**src/rtl/cpu_pkg.sv**
```systemverilog
// Shared CPU datapath constants.
// DATA_W matches the a/b/z operand width of the logic/arithmetic units, and
// ADDR_W sizes the integer register file. REG_ZERO is the architectural zero
// register: it always reads 0, is never busy, and ignores writes and issues.
package cpu_pkg;

  localparam int DATA_W   = 32;
  localparam int ADDR_W   = 5;
  localparam int NREGS    = 2 ** ADDR_W;
  localparam int REG_ZERO = 0;

endpackage

```
**src/rtl/rf_scoreboard.sv**
```systemverilog
// Pending-write scoreboard for the integer register file.
// Each register has one busy bit. The bit is set when an operation that targets
// the register is issued, and cleared when its result is written back. The bit
// for register 0 is never set.
// Ports:
//   clk, rst               clock and synchronous active-high reset
//   rd_addr_a, rd_addr_b   read port addresses
//   busy_a, busy_b         the addressed register still waits for a result
//   wr_en, wr_addr         writeback strobe and address; clears busy
//   issue_en, issue_addr   issue strobe and destination address; sets busy
module rf_scoreboard
  import cpu_pkg::*;
#(
  parameter int ADDR_W = cpu_pkg::ADDR_W
) (
  input  logic              clk,
  input  logic              rst,
  input  logic [ADDR_W-1:0] rd_addr_a,
  output logic              busy_a,
  input  logic [ADDR_W-1:0] rd_addr_b,
  output logic              busy_b,
  input  logic              wr_en,
  input  logic [ADDR_W-1:0] wr_addr,
  input  logic              issue_en,
  input  logic [ADDR_W-1:0] issue_addr
);

  localparam int NUM_REGS = 2 ** ADDR_W;
  localparam logic [ADDR_W-1:0] ZERO_ADDR = ADDR_W'(REG_ZERO);

  logic [NUM_REGS-1:0] busy;

  // The clear from the writeback comes first and the set from the issue comes
  // second. If both target the same register in one cycle, the set wins. That
  // register then waits for the result of the newly issued operation.
  always_ff @(posedge clk) begin
    if (rst) begin
      busy <= '0;
    end else begin
      if (wr_en && (wr_addr != ZERO_ADDR)) begin
        busy[wr_addr] <= 1'b0;
      end
      if (issue_en && (issue_addr != ZERO_ADDR)) begin
        busy[issue_addr] <= 1'b1;
      end
    end
  end

  // A writeback in the same cycle hides the busy bit because the read ports
  // bypass its data. An issue in the same cycle shows up only from the next cycle.
  always_comb begin
    busy_a = busy[rd_addr_a] & ~(wr_en && (wr_addr == rd_addr_a));
    busy_b = busy[rd_addr_b] & ~(wr_en && (wr_addr == rd_addr_b));
  end

endmodule

```
**src/rtl/regfile_2r1w_sb.sv**
```systemverilog
// Integer register file with two read ports, one write port and a scoreboard.
// The read ports feed the a/b operands of the execution units, and unit results
// return on the write port. Reads are combinational and bypass a write to the
// same address in the same cycle. Register 0 is hardwired to zero.
// Ports:
//   clk, rst                       clock and synchronous active-high reset
//   rd_addr_a/rd_data_a/busy_a     read port A: address, data, pending flag
//   rd_addr_b/rd_data_b/busy_b     read port B: address, data, pending flag
//   wr_en, wr_addr, wr_data        synchronous write port (unit result z)
//   issue_en, issue_addr           marks a destination register as in flight
module regfile_2r1w_sb
  import cpu_pkg::*;
#(
  parameter int DATA_W = cpu_pkg::DATA_W,
  parameter int ADDR_W = cpu_pkg::ADDR_W
) (
  input  logic              clk,
  input  logic              rst,
  input  logic [ADDR_W-1:0] rd_addr_a,
  output logic [DATA_W-1:0] rd_data_a,
  output logic              busy_a,
  input  logic [ADDR_W-1:0] rd_addr_b,
  output logic [DATA_W-1:0] rd_data_b,
  output logic              busy_b,
  input  logic              wr_en,
  input  logic [ADDR_W-1:0] wr_addr,
  input  logic [DATA_W-1:0] wr_data,
  input  logic              issue_en,
  input  logic [ADDR_W-1:0] issue_addr
);

  localparam int NUM_REGS = 2 ** ADDR_W;
  localparam logic [ADDR_W-1:0] ZERO_ADDR = ADDR_W'(REG_ZERO);

  logic [DATA_W-1:0] mem [NUM_REGS];

  // The register array is cleared on reset. Reset takes priority over a write
  // in the same cycle. Writes to register 0 are dropped, so mem[0] stays zero.
  always_ff @(posedge clk) begin
    if (rst) begin
      for (int i = 0; i < NUM_REGS; i++) begin
        mem[i] <= '0;
      end
    end else if (wr_en && (wr_addr != ZERO_ADDR)) begin
      mem[wr_addr] <= wr_data;
    end
  end

  // The read muxes forward the write data when a read and a write hit the same
  // address in one cycle. This lets a result reach a consumer without waiting
  // for the write edge. Register 0 is forced to zero so a write to r0 is never
  // forwarded.
  always_comb begin
    rd_data_a = '0;
    rd_data_b = '0;
    if (rd_addr_a != ZERO_ADDR) begin
      rd_data_a = (wr_en && (wr_addr == rd_addr_a)) ? wr_data : mem[rd_addr_a];
    end
    if (rd_addr_b != ZERO_ADDR) begin
      rd_data_b = (wr_en && (wr_addr == rd_addr_b)) ? wr_data : mem[rd_addr_b];
    end
  end

  rf_scoreboard #(
    .ADDR_W(ADDR_W)
  ) u_scoreboard (
    .clk       (clk),
    .rst       (rst),
    .rd_addr_a (rd_addr_a),
    .busy_a    (busy_a),
    .rd_addr_b (rd_addr_b),
    .busy_b    (busy_b),
    .wr_en     (wr_en),
    .wr_addr   (wr_addr),
    .issue_en  (issue_en),
    .issue_addr(issue_addr)
  );

endmodule

```
**config.mk**
```make
export PLATFORM = sky130hd
export DESIGN_NAME = regfile_2r1w_sb
export DESIGN_NICKNAME = d
export VERILOG_FILES = /design/src/rtl/cpu_pkg.sv /design/src/rtl/rf_scoreboard.sv /design/src/rtl/regfile_2r1w_sb.sv
export SDC_FILE = /design/constraint.sdc
export NUM_CORES = 2
export LEC_CHECK = 0
export CORE_UTILIZATION = 57
export CTS_CLUSTER_DIAMETER = 40
export DETAILED_ROUTE_END_ITERATION = 10
export PLACE_DENSITY = 0.77
export SKIP_CTS_REPAIR_TIMING = 1
export SYNTH_ARGS = -nofsm -noshare
export SYNTH_HDL_FRONTEND = slang
export SYNTH_SLANG_ARGS = --single-unit
```
**constraint.sdc**
```tcl
create_clock -name clk -period 2.1 [get_ports clk]
set_input_delay 0.315 -clock clk [delete_from_list [all_inputs] [get_ports clk]]
set_output_delay 0.315 -clock clk [all_outputs]
set_load 0.1 [all_outputs]
```
==> results.rst <==
Synthesis and place-and-route
=============================

.. list-table::
   :header-rows: 1

   * - Metric
     - Value
   * - Number of primary I/O pins
     - 122
   * - Routability-driven placement congestion ratio
     - 0.9988
   * - Cell-internal power
     - 44.41 mW
   * - Count of mapped cells out of synthesis
     - 3,953
   * - Ordered cell list for the critical path
     - mux4_2 > mux2i_1 > buf_4 > o22a_1 > o21ai_2 > a221o_4 > buf_12
   * - Insertion delay to the later sink of the worst-skew pair
     - 0.76 ns
   * - Share of synthesized area occupied by flip-flops and latches
     - 55.00%
   * - Area used by multi-input combinational logic
     - 26,200 um^2
   * - Power Dens Cells
     - 830.9 nW/um^2
   * - Area share of the leading cell type in the synthesized netlist
     - 53.88%
   * - Regs by FF count
     - mem (1024), u_scoreboard.busy (32)
   * - Top routing layer used
     - met5
   * - Tally of filler cells in the layout
     - 5,574
   * - DRT antenna net count
     - 0
   * - Clock root buffer
     - sky130_fd_sc_hd__clkbuf_16
   * - Violations in the final reports
     - negative setup slack
   * - Status
     - finished, violations left
   * - Switching portion of total power
     - 27.51%
   * - Met3 WL post-DR
     - 34,180 um
   * - DRC violation total after the first TritonRoute iteration
     - 6,909
   * - OpenROAD warning count
     - 29
   * - Time the final worst path needs with I/O delays and setup
     - 3.204 ns
   * - CP delay by family, top
     - AND-OR/OR-AND gates
   * - HPWL after detailed placement
     - 139,200 um
   * - Kind of end point of the critical path
     - output port
   * - Total CTS buffers
     - 143
   * - Number of buffers inserted by port buffering
     - 121
   * - Final Setup Violations
     - 66
   * - Post-CTS clock slew at the launch and capture registers of the worst setup and hold paths
     - 0.06 ns
   * - Yosys warns
     - 0
   * - Final Worst Setup Slack
     - -1.104 ns
   * - Max Clock Skew
     - 0 ns
   * - Combinational group power
     - 11.0 mW
   * - Area after DPL
     - 66,820 um^2
   * - M1 WL
     - 67,390 um
   * - Maximum vdd ir drop
     - 804.4 uV
   * - Cells on worst reg2reg path
     - 2
   * - Relative slew slack
     - 30.75%
-- through the flow --
step           instances  TNS [ns]
2_1_floorplan       3984    -15.82
3_3_place_gp        5614   -406.80
3_5_place_dp        5614   -463.56
4_1_cts             5876    -60.69
5_1_grt             5923    -53.53
6_report            5929    -51.55
-- Yosys cell counts (all sizes together) (36+ instances only) --
library cell  count
nor2             68
mux4            454
buf             138
inv              36
nand3            64
a22oi            91
a21oi            41
o22ai            70
o21ai            59
a221oi           47
mux2i           190
nand2            68
and2            998
edfxtp         1024
clkbuf          284
nor3             44
-- logic make-up after synthesis --
| kind of cell | share of synthesized area, % |
|---|---|
| AOI/OAI and AO/OA | 5.766 |
| xor gates and xnor gates | 0.1535 |
| buffers and inverters | 3.859 |
| DFF | 55.00 |
| muxes | 21.27 |
| other | 0.006571 |
| and+or+nand+nor | 13.94 |
### Gate-type map

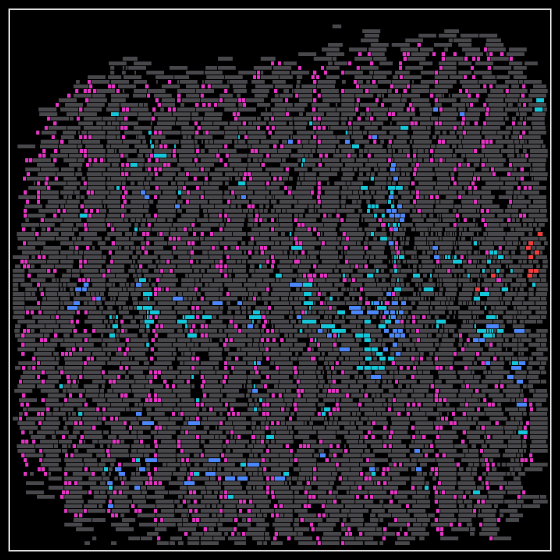
Cyan marks NOR gates, cells 167, most used nor2_1. Blue marks AND-OR and OR-AND gates, cells 95, most used a21o_2. Magenta marks AND and OR gates, cells 1,019, most used and2_1, where spread over the die. Red marks XOR/XNOR gates, cells 10, most used xnor2_1, where middle right.
top logic cell by instance count in the layout: sky130_fd_sc_hd__edfxtp_1
fin cells: 5,929
multi-input gate share of total cell area: 35.54%

### The metal 2 layer

Scale bar: 100 um.
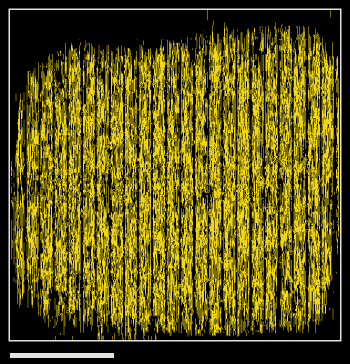
4,152 nets have wire on it. The layer carries 93.8 mm of wire. The longest straight run is 143 um.
wire length after detailed routing: 212,400 um
routed via count: 42,430

### Routing congestion map

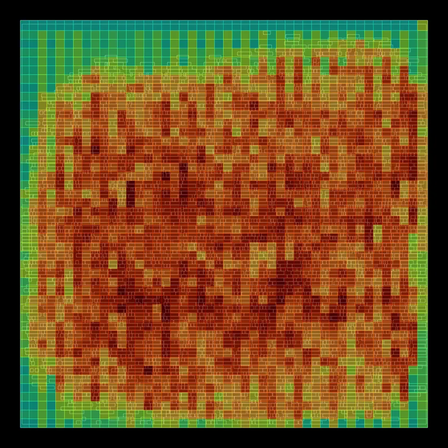
fraction of met3 tracks used by global routing: 14.11%
overall fraction of global-route tracks in use: 41.16%
drt wl/cell: 35.83 um
end-of-flow core utilization: 74.59%
global routing's busiest layer: met2

### Where the registers sit

Scale bar: 100 um. Other cells in gray.
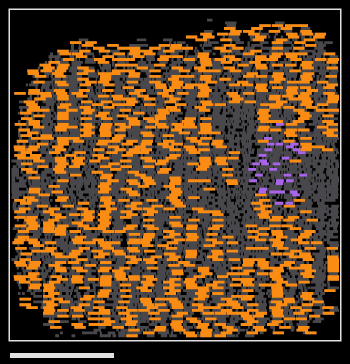
Purple marks u_scoreboard.busy, placed flops 32, where middle right. Orange marks mem, placed flops 1,024, where spread over the die.
Register Area: 31,400 um^2
Sequential Power: 24.9 mW

No activity file was given, so power comes from the tool's default toggle rates.
